===== src/rtl/shift_pipe.sv =====
// shift_pipe: 5-stage 32-bit right shift / rotate pipeline.
// Stages step by 16,8,4,2,1; global stall on output backpressure.
module shift_pipe (
  input  logic        clk,
  input  logic        rst_n,
  input  logic        in_valid,
  output logic        in_ready,
  input  logic [31:0] a,
  input  logic [4:0]  shamt,
  input  logic        sra,
  input  logic        rotate,
  input  logic [3:0]  in_tag,
  output logic        out_valid,
  input  logic        out_ready,
  output logic [31:0] result,
  output logic [3:0]  out_tag,
  output logic [2:0]  inflight
);

  typedef struct packed {
    logic        v;
    logic [31:0] d;
    logic [3:0]  tag;
    logic        sra;
    logic        rot;
    logic        sgn;
    logic [4:0]  sh;
  } stage_t;

  stage_t st [5];
  stage_t src [5];

  logic stall;
  logic adv;
  logic acc;
  logic ret;

  function automatic logic [31:0] step(
    input logic [31:0] d,
    input logic [5:0]  n,
    input logic        rot,
    input logic        fill
  );
    logic [31:0] hi;
    hi = rot ? d : {32{fill}};
    return (d >> n) | (hi << (6'd32 - n));
  endfunction

  assign stall     = st[4].v && !out_ready;
  assign adv       = !stall;
  assign in_ready  = adv;
  assign acc       = in_valid && in_ready;
  assign ret       = st[4].v && out_ready;
  assign out_valid = st[4].v;
  assign result    = st[4].d;
  assign out_tag   = st[4].tag;

  always_comb begin
    src[0]     = '0;
    src[0].v   = acc;
    src[0].d   = a;
    src[0].tag = in_tag;
    src[0].sra = sra;
    src[0].rot = rotate;
    src[0].sgn = a[31];
    src[0].sh  = shamt;
    for (int i = 1; i < 5; i++) begin
      src[i] = st[i-1];
    end
  end

  for (genvar i = 0; i < 5; i++) begin : g_stage
    localparam logic [5:0] N = 6'd16 >> i;
    stage_t nx;

    // sign fill comes from the operand's original MSB
    always_comb begin
      nx = src[i];
      if (src[i].sh[4-i]) begin
        nx.d = step(src[i].d, N, src[i].rot,
                    src[i].sra & src[i].sgn);
      end
    end

    always_ff @(posedge clk) begin
      if (!rst_n) begin
        st[i] <= '0;
      end else if (adv) begin
        st[i] <= nx;
      end
    end
  end

  always_ff @(posedge clk) begin
    if (!rst_n) begin
      inflight <= '0;
    end else if (acc && !ret) begin
      inflight <= inflight + 3'd1;
    end else if (ret && !acc) begin
      inflight <= inflight - 3'd1;
    end
  end

endmodule


===== config.mk =====
export PLATFORM = sky130hd
export DESIGN_NAME = shift_pipe
export DESIGN_NICKNAME = d
export VERILOG_FILES = /design/src/rtl/shift_pipe.sv
export SDC_FILE = /design/constraint.sdc
export NUM_CORES = 1
export LEC_CHECK = 0
export ABC_AREA = 0
export CORE_MARGIN = 8
export CORE_UTILIZATION = 57
export CTS_CLUSTER_SIZE = 20
export DETAILED_ROUTE_END_ITERATION = 12
export GPL_ROUTABILITY_DRIVEN = 0
export PLACE_DENSITY = 0.91
export SYNTH_ARGS = -nofsm -noshare
export SYNTH_HDL_FRONTEND = slang
export SYNTH_SLANG_ARGS = --single-unit

===== constraint.sdc =====
create_clock -name clk -period 9.55 [get_ports clk]
set_input_delay 0.955 -clock clk [delete_from_list [all_inputs] [get_ports clk]]
set_output_delay 0.955 -clock clk [all_outputs]
set_load 0.005 [all_outputs]

==> notes.md, run 1 <==
This note records the results obtained with Yosys and OpenROAD.

Run status
The run finished with clean final reports.

Yosys
The gate count of the mapped netlist is 688. The post-synthesis cell type with the largest instance count is edfxtp_1. Yosys reports a chip area of 9380 sq um. After synthesis, the most frequently instantiated cells are 207 x edfxtp_1, 160 x nor2_1, 132 x mux2i_1. The number of distinct library cells after synthesis is 27. The number of nets in the synthesized netlist is 736. The synthesized area per cell is 13.6 sq um. After synthesis the cells add up to 9380 sq um.

The synth_stat.txt file lists the number of cells as 688. The proportion of synthesized flip-flops having asynchronous set or reset is 0. In this run, synthesis produced a sequential element count of 210. Per Yosys stat, the portion of area used by sequential elements is 0.669.

The total of warnings raised by yosys is 0.

Floorplan
The row count is 47. At the floorplan stage, the core utilization is reported as 0.574. The width of the die is 144 microns. The number of placed I/O pins is 88. The core footprint is 16300 sq um.

Min path
The origin of the worst min-delay path is inflight[2]. STA reports the tightest min-delay check as being of type reg -> reg. The cell count of the worst hold path is 2.

Pwr
Of the total power, the share spent switching nets is 0.203. The total power is 1.95 mW. The share of total power in the clock network is 0.374. The worst VDD IR drop from the latest analysis is 0.110 mV. The share of total power dissipated in combinational logic is 0.071. The analysis attributes to net switching a power of 396 uW. The share of total power dissipated in sequential elements is 0.556.

Timing
At the pin with the least slew margin, the transition time is 1160 ps. In the final run the clock tree shows a worst skew of 10.7 ps. Setup repair after global routing left no endpoint under its margin.

In the finished design, the share of the clock period the worst path needs comes to 0.386. The final report lists the setup-violating endpoint count as 0. For reference, the final report shows the max-slew violation count at 0. Endpoints failing hold in the final report were tallied at 0. The worst path in the final design needs a cycle of 3690 ps, including I/O delays and setup.

Clocking
The number of H-tree levels is 1. The number of resized instances in the post-cts repair step is 0. The register clock-pin slew on the reported worst setup and hold paths is 60 ps. The tree is rooted in a clkbuf_16. As reported, the later end of the worst-skew pair has a clock insertion delay of 480 ps. TritonCTS built the clock tree. After clock tree synthesis, the flow added hold-fix buffers numbering 0. Counting along the longest clock path gives a buffer depth of 3. The number of buffers added by the clock tree synthesis step is 20.

Clock tree synthesis found a total of 210 sinks.

Critical path
Per the timing report, the most critical flop-to-flop path originates at st[4][44]. The worst setup path is captured at an output port. The critical path is of the in -> out type. The largest fanout of any net on the critical path is 49. The arrival time of data at the critical path endpoint is 2730 ps.

Logic depth along the worst register-to-register path is recorded as 4. OpenSTA lists the critical path endpoint as in_ready. The worst register-to-register path has a setup slack of 6680 ps.

The endpoint of the lowest-slack register-to-register path is st[1][12]. The worst setup path is launched from an input port.

Route
The highest metal layer with signal wires is met4. The wire length the detailed router placed on met1 is 6130 microns. The number of DRC markers in iteration 0 is 444. The amount of wire on met3 after detailed routing is 873 microns. The remaining routing DRC violations is 0. The number of iterations in the first detailed-routing pass is 5.

GRT
After global routing the overflow that remains totals 0. In the global route stage, met1 resource usage came out at 0.166. The met3 usage is 0.0267. The layer carrying the most global-route usage is met2. For this run, global-route usage on met2 was measured as 0.267.

Finish
Per the run report, area growth between synthesis and finish was 16.2%. The final antenna diode count is 0. The final layout contains 801 nets. After filler insertion, the fill cell instance count of the layout stands at 1139.

Placement
For this run the detailed placement stage logged an HPWL of 10200 microns.

Flow run
The number of warning messages in the logs is 30. The max-cap violation count is 0.
-- run 1: cell families after synthesis --
group                    count (synthesis)  synth area share
flip-flops                             210             0.669
AND/OR/NAND/NOR                        253             0.118
AND-OR/OR-AND                           38            0.0356
adder cells (fa/ha/maj)                  1           0.00213
multiplexers                           132             0.141
buffers and inverters                   54            0.0339
-- run 1: final cells by class --
class	count	area [sq um]	area share
Tap cell	220	275	0.0252
Timing Repair Buffer	95	943	0.0865
Clock buffer	27	548	0.0503
Inverter	2	7.51	0.000689
Sequential cell	210	6280	0.576
Clock inverter	7	60.1	0.00551
Multi-Input combinational cell	424	2790	0.256
-- run 1: power by group through the flow --
stage	Clock (mW)	Sequential (mW)	Combinational [mW]
finish	0.729	1.08	0.138
global route	0.780	1.09	0.151
CTS	0.745	1.08	0.138
detailed placement	0	1.10	0.137
global placement	0	1.10	0.130
floorplan	0	1.09	0.0927
-- run 1: cell usage in the layout, fill, tap and decap left out, types with 7 or more instances in the layout --
cell	count
buf_4	7
clkdlybuf4s50_1	87
and3_1	47
a211oi_1	20
nand2_1	35
mux2i_1	132
clkbuf_16	21
nor2_1	160
edfxtp_1	207
a211oi_2	10
-- run 1: per-stage QoR --
step                hold WS [ps]  utilization  area, sq um  worst slack [ps]  std cells
CTS                          483        0.667        10900              5900        985
global route                 544        0.667        10900              5770        985
global placement             456        0.630        10300              5860        951
detailed placement           476        0.630        10300              5650        951
finish                       479        0.667        10900              5860        985
floorplan                    462            -         9380              1530        688
-- run 1: sequential cells by signal, summed over array words and instances, names as in the netlist --
signal    flops
st          207
inflight      3
-- run 1: critical path, stage by stage --
cell	delay, ps
clkdlybuf4s50_1	500
nand2b_2	630
clkdlybuf4s50_1	640
**Run 1: M2 wires**

Scale: 2 px per micron.
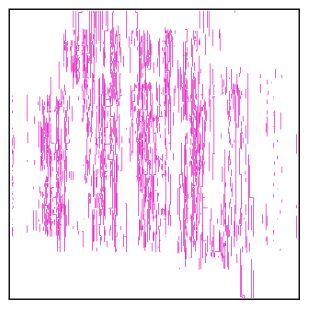
- main direction: vertical
- share of all routed wire: 51%

**Run 1: routed metal, one colour a layer**

Scale: 2 px per micron.
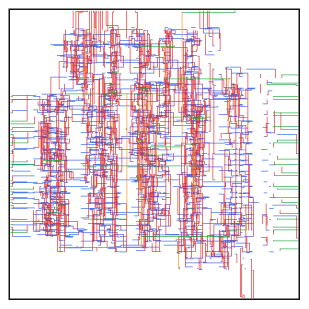
- met1: blue (wire length 6130 microns)
- met4: orange (wire length 465 microns)
- met3: green (wire length 873 microns)
- met2: red (wire length 7780 microns)
drt wl/cell: 15.5 microns
routed via count: 5309
Routed Wire Length: 15200 microns
gr usage total: 0.146

**Run 1: met3 routing**

Scale: 2 px per micron.
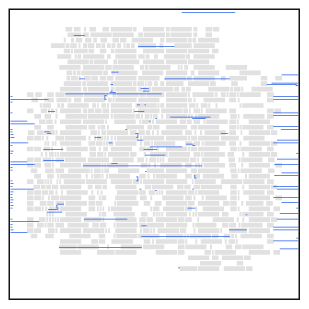
- main direction: horizontal
- wire length on this layer: 873 microns
- longest straight run: 59.3 microns
- share of all routed wire: 5.7%

**Run 1: floorplan with the power grid**

Scale: 2 px per micron. Pins as bars on the die edge. Tap cells in grey.
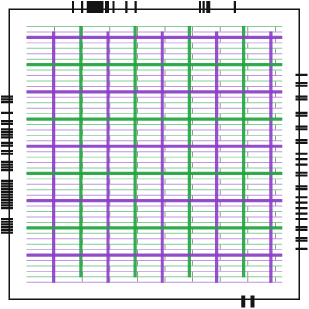

--- run 2 (diff from run 1) ---
==> constraint.sdc (replaced) <==
create_clock -name clk -period 3.6 [get_ports clk]
set_input_delay 0.36 -clock clk [delete_from_list [all_inputs] [get_ports clk]]
set_output_delay 0.36 -clock clk [all_outputs]
set_load 0.005 [all_outputs]
**Run 2: floorplan with the power grid**

Scale: 2 px per micron. Pins as bars on the die edge. Tap cells in grey.
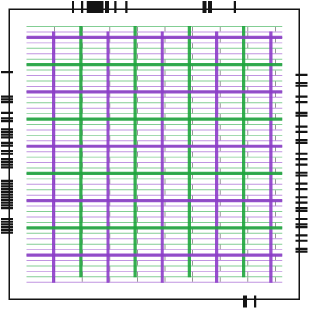
- VSS: purple
- VDD: green
- met5 straps: 9
- met1 rails: 48
peak supply drop: 0.363 mV
die span in y: 144 microns
die width: 144 microns
placeable core area: 16300 sq um

**Run 2: clock wiring as the flow saved it**

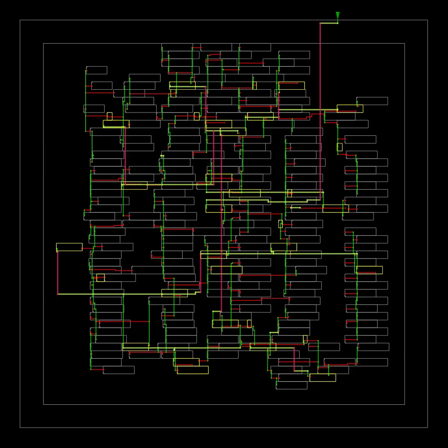
clock network power consumption: 2.10 mW
Clock Skews: 9.51 ps
clk sinks: 210
number of CTS-inserted buffers: 20

==> run 2 against run 1 <==
Register-to-register slack got worse by 5200 ps. Synthesized area unchanged. Final area up 0.61%. Sequential cell count unchanged. Sequential share of layout area decreased by 0.35 points. First-iteration DRC count shrank 3.6%. Critical path depth fell by 1. Critical path type is now reg -> out. Critical endpoint unchanged. Highest routed layer unchanged.
==> notes.md, run 2 <==
This note records the results obtained with Yosys and OpenROAD.

Run status
The flow ran to the end, and the final reports show no timing, DRC or antenna violations.

Critical path
The type of element capturing the critical path is an output port. The data arrival time reported for the critical path is 2180 ps. Counting both buffers and inverters, the worst setup path holds a total of 1. STA classifies the critical path startpoint as a flop. Grouping stages by cell kind, the critical path spends the most delay in buffers and inverters. The cell sequence reported for the critical path is nand2b_2, clkdlybuf4s50_1. The largest stage delay on the critical path is 680 ps.

Per the STA report, the cell with the highest stage delay on the worst path is clkdlybuf4s50_1. The critical path maximum fanout is 49. STA lists the startpoint of the worst register-to-register path as st[4][44]. The classification of the worst setup path is reg -> out.

Finish
The final antenna diode count is 0. The count of fill cells added during filler insertion is 1115. The largest register by flop count is st. The area growth from synthesis to layout is 16.9%. The register with the most flip-flops in the layout has 207 of them. The largest registers in the layout are st (207), inflight (3). For this run, the number of standard cells in the final layout without fillers is 985.

The final-stage net count is 801.

Timing
The setup slack of the critical path after layout is 1060 ps. The final count of pins violating max slew is 0. Setup repair after global routing left no endpoint under its margin. The measured slew at the worst slew-check pin is 988 ps. The number of hold violations in the final report is 0.

The worst path needs 2540 ps of the cycle, external delays included. The final timing report counts setup violations totalling 0. Of the available clock period, the critical path in the final layout requires 0.706.

Route
The number of DRC markers in iteration 0 is 428. The wire length recorded after detailed routing is 15400 microns. The remaining routing DRC violations is 0. The average detailed-routed wire length per instance is 15.6 microns. The number of iterations in the first detailed-routing pass is 5.

Pwr
Total power for the finished layout comes to 5.34 mW. Per the OpenROAD power report, leakage power amounts to 4.28 nW.

Floorplan
The report lists the number of standard-cell rows as 47. In this run the count of I/O pins placed on the die edge is 88. The core utilization before placement is 0.574.

Yosys
Yosys printed 0 warnings. The chip area from the yosys synthesis statistics is 9380 sq um. The fraction of the yosys area taken by sequential cells is 0.669.

Yosys stat counts 688 cells in the synthesized netlist. The proportion of synthesized flip-flops having asynchronous set or reset is 0. In the synthesized netlist, the cells that appear most often are 207 x edfxtp_1, 160 x nor2_1, 132 x mux2i_1. The area of the mapped netlist is 9380 sq um. The number of nets handed over by synthesis was 736. The flop and latch count out of synthesis is 210. The most common cell in the synthesized netlist is edfxtp_1. The number of distinct library cells after synthesis is 27.

Clocking
The number of H-tree levels is 1. The TritonCTS clock tree is done. After clock tree synthesis, the clock-pin slew on the worst setup and hold paths is 60 ps. The buffer cell driving the clock tree root is clkbuf_16.

The clock network latency to the later pin of the worst-skew pair is 490 ps. Looking at the clock tree report, the maximum root-to-sink buffer count equals 3. The report puts the hold buffer count at CTS at 0. The number of gates resized after CTS was 0.

GRT
The overall fraction of global-route tracks in use is 0.147. For this run the aggregate overflow at the end of global routing stands at 0.

Placement
Per the post-place timing report, worst setup slack is 1090 ps. The number of placed cells counting well taps is 951. The placed wire-length estimate after detailed placement is 9850 microns.

Min path
The origin of the worst min-delay path is inflight[2]. The worst hold path belongs to the class reg -> reg.

Flow run
The tool flagged a number of max-cap violations equal to 0.
==> run 2: cell counts after synthesis <==
No cell type changed its count.
==> run 2: layout make-up <==
| class | instances | area (sq um) | area share |
|---|---|---|---|
| sequential | 210 | 6280 | 0.572 |
| clock buffer | 24 | 537 | 0.0489 |
| timing repair buffer | 95 | 956 | 0.0872 |
| tap | 220 | 275 | 0.0251 |
| multi-input combinational | 424 | 2790 | 0.255 |
| inverter | 2 | 7.51 | 0.000684 |
| clock inverter | 10 | 125 | 0.0114 |
==> run 2: worst register-to-register path, stage by stage (launching register included) <==
cell and delay, ps:
edfxtp_1 430, nand2b_2 430, nand2_4 230, buf_12 510, nor2_1 200
==> run 2: logic make-up after synthesis <==
logic type / after synthesis / share of synthesized area
AND/OR/NAND/NOR: 253 / 0.118
buffers and inverters: 54 / 0.0339
multiplexers: 132 / 0.141
adder cells (fa/ha/maj): 1 / 0.00213
flip-flops: 210 / 0.669
AND-OR/OR-AND: 38 / 0.0356
==> run 2: per-layer routing <==
layer	global-route usage	up-vias	wire length, microns
li1	-	2626	-
met1	0.167	2467	6150
met2	0.267	155	7790
met3	0.0314	34	1040
met4	0.0542	0	387
met5	0	-	0
==> run 2: worst paths after layout <==
check / to / slack, ps / depth (start not counted)
min reg2reg: inflight[2] / 480 / 2
max: in_ready / 1060 / 2
min: inflight[2] / 480 / 2
max reg2reg: st[3][29] / 1520 / 4
==> run 2: power breakdown <==
part	internal [mW]	leakage (nW)	switching [mW]
logic	0.182	1.45	0.184
clock network	1.27	0.324	0.826
registers	2.81	2.51	0.0678
total	4.26	4.28	1.08
==> run 2: metrics by stage <==
stage	setup TNS, ps	hold slack (ps)	cell area, sq um
after floorplan	-751570	462	9400
after global placement	0	456	10300
after detailed placement	0	476	10300
after CTS	0	487	11000
after global routing	0	542	11000
final	0	482	11000
Power figures rest on the tool's default switching activity, not on a simulated workload.
